==> config.mk <==
export PLATFORM = sky130hd
export DESIGN_NAME = icmp_share_sched
export DESIGN_NICKNAME = d
export VERILOG_FILES = /design/src/rtl/icmp_share_sched.sv
export SDC_FILE = /design/constraint.sdc
export NUM_CORES = 1
export LEC_CHECK = 0
export ABC_AREA = 1
export CAP_MARGIN = 25
export CELL_PAD_IN_SITES_DETAIL_PLACEMENT = 1
export CELL_PAD_IN_SITES_GLOBAL_PLACEMENT = 2
export CORE_ASPECT_RATIO = 0.5
export CORE_UTILIZATION = 25
export CTS_CLUSTER_SIZE = 12
export DETAILED_ROUTE_END_ITERATION = 10
export HOLD_SLACK_MARGIN = 0.12
export PLACE_DENSITY_LB_ADDON = 0.1
export SYNTH_ARGS = -nofsm -noshare
export SYNTH_HDL_FRONTEND = slang
export SYNTH_SLANG_ARGS = --single-unit
==> constraint.sdc <==
create_clock -name clk -period 4.3 [get_ports clk]
set_input_delay 0.86 -clock clk [delete_from_list [all_inputs] [get_ports clk]]
set_output_delay 0.86 -clock clk [all_outputs]
set_load 0.01 [all_outputs]
clock_nets.png
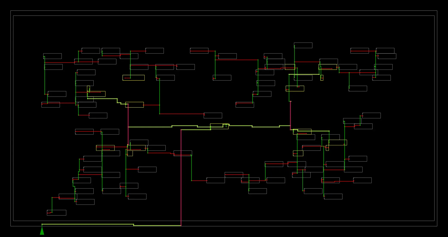
flop count: 81
clock sink total: 81
Fin Clk Skew: 8.120 ps

layers.png
The bar under the picture is 50 um long.
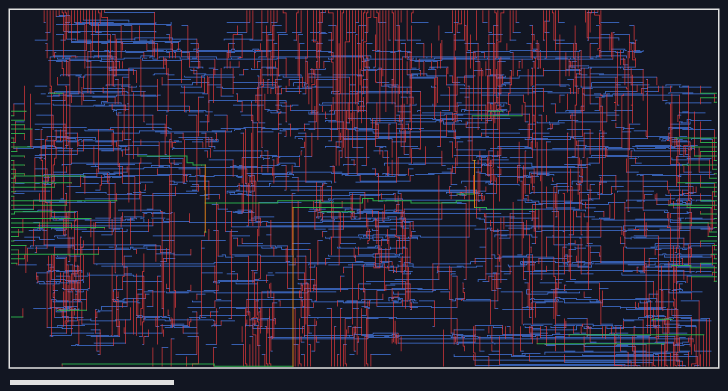
Key: M4 = orange [wire length 83.0 um]; M3 = green [wire length 811 um]; M1 = blue [wire length 10,400 um]; M2 = red [wire length 9,280 um]
routed vias: 5,750
total wire length: 20,580 um

class_map.png
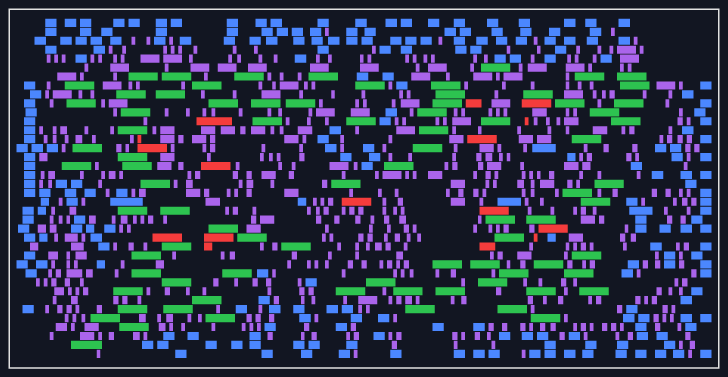
Key: clock drivers and dummy loads = red [cells 16, share of their area 3.7%]; remaining buffers and delay cells = blue [cells 236, share of their area 29%]; remaining logic cells = purple [cells 648, share of their area 42%]; sequential cells = green [cells 81, share of their area 25%]
Core Region: 21,970 um^2
Design Area, Final: 8536 um^2
sequential fraction of total cell area: 23.76%

clock_wires.png
The bar under the picture is 50 um long.
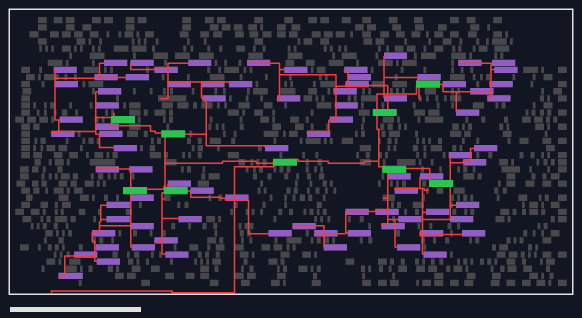
Key: clock-net drivers = green [count 9]; clock wires = red [length 1,270 um]; flip-flops = purple [count 81]
Position of the flops: spread over the die.
Clk. pwr: 789 uW
Clk pwr share: 12.5%
clk latency late pin: 340 ps

==> changes_impl.md <==
### Changed

* Peak Freq at approximately 0.27 GHz
* Signal buf overhead at ~28%
* Most common logic cell in the routed design: nand2_1
* GR Layer Usage met3 at around 3.9%
* Req. time, crit path at roughly 3400 ps
* Non-clk bufs at 236
* CP max FO at 3
* Switching part of the total power at between 40% and 50%
* Number of global-route vias before repair at roughly 6,100
* Post-layout minimum cycle time at about 3800 ps
* Startpoint Class: input port
* Maximum buffer depth of the clock tree at 2
* Hpwl dp at 16,660 um
* Chip area at 23,390 um^2
* Via/cell ratio at roughly 4.5
* Wl on met1 at 10,410 um
* Input/output buffers at around 220
* GRT met2 Usage at 28.94%
* Drt drc at 0
* HP Class: reg -> reg
* Top-count cell post-synth: nand2_1
* Mean Syn Cell Area at between 7 and 8 um^2
* CTS tree: yes
* Setup Fix Bufs, Post-CTS at 0
* Sequential share of power at 22.9%
* Share of cells above drive strength 1 at about 8.0%
* Top non-seq family: simple AND/OR/NAND/NOR gates
* Yosys adder share at between 7 and 8%
* Busiest grt layer: met2
* Ys async rst share at 100.0%
* Flop+latch power at about 1.5 mW
* Yosys chip area at 5685 um^2
* Worst path slowest cell: clkdlybuf4s50_1
* Layout clock area frac at 3.533%
* Biggest Area Class: combinational gates
* P_leak at around 3.7 nW
* Tap cells at 300
* Logic area at between 3000 and 4000 um^2
* Post-synth top area cell: dfrtp_1
* Drt wl/cell at roughly 16 um
* Highest Signal Layer: met4
* Initial DRT Pass Iterations at 4
* Pwr per Cell Area at ~740 nW/um^2
* Final period utilization at about 88%
* Crit path cell chain: clkdlybuf4s50_1 -> inv_1 -> a21oi_1 -> a21oi_2 -> nor2b_4 -> nand2_1 -> nand2_1 -> nor2_4 -> nand2_2 -> nor2_1 -> clkdlybuf4s50_1
* Endpoints failing hold at 0
* Syn_nets at 1,016
* Synth Flop Type: dfrtp_1
* Post-cts resize count at 0
* Top-area cell share at 35.21%
* Gate power share at around 65%
* Largest power group: combinational cells
* # fillers at between 2,000 and 3,000
* Tally of non-filler cells in the final layout at around 1,300
* Outcome: finished, final reports clean
* Worst slew margin at 55.35%
* Multiplexer share of the synthesized area at 0%
* Pwr Total at 6.323 mW
* Power drawn by the combinational cells at 4.09 mW
* Final Max Tran Viols at 0
* Die height at approximately 110 um
* Multi-input gates at approximately 540
* Routed length on met3 at ~810 um
* Final nets at roughly 1,200
* GR Overflow Total at 0
* Register-to-register setup slack at between 1000 and 1500 ps
* Hold buffer count at CTS at 0
* Worst-margin pin slew at 669.8 ps
No activity file was given, so power comes from the tool's default toggle rates.
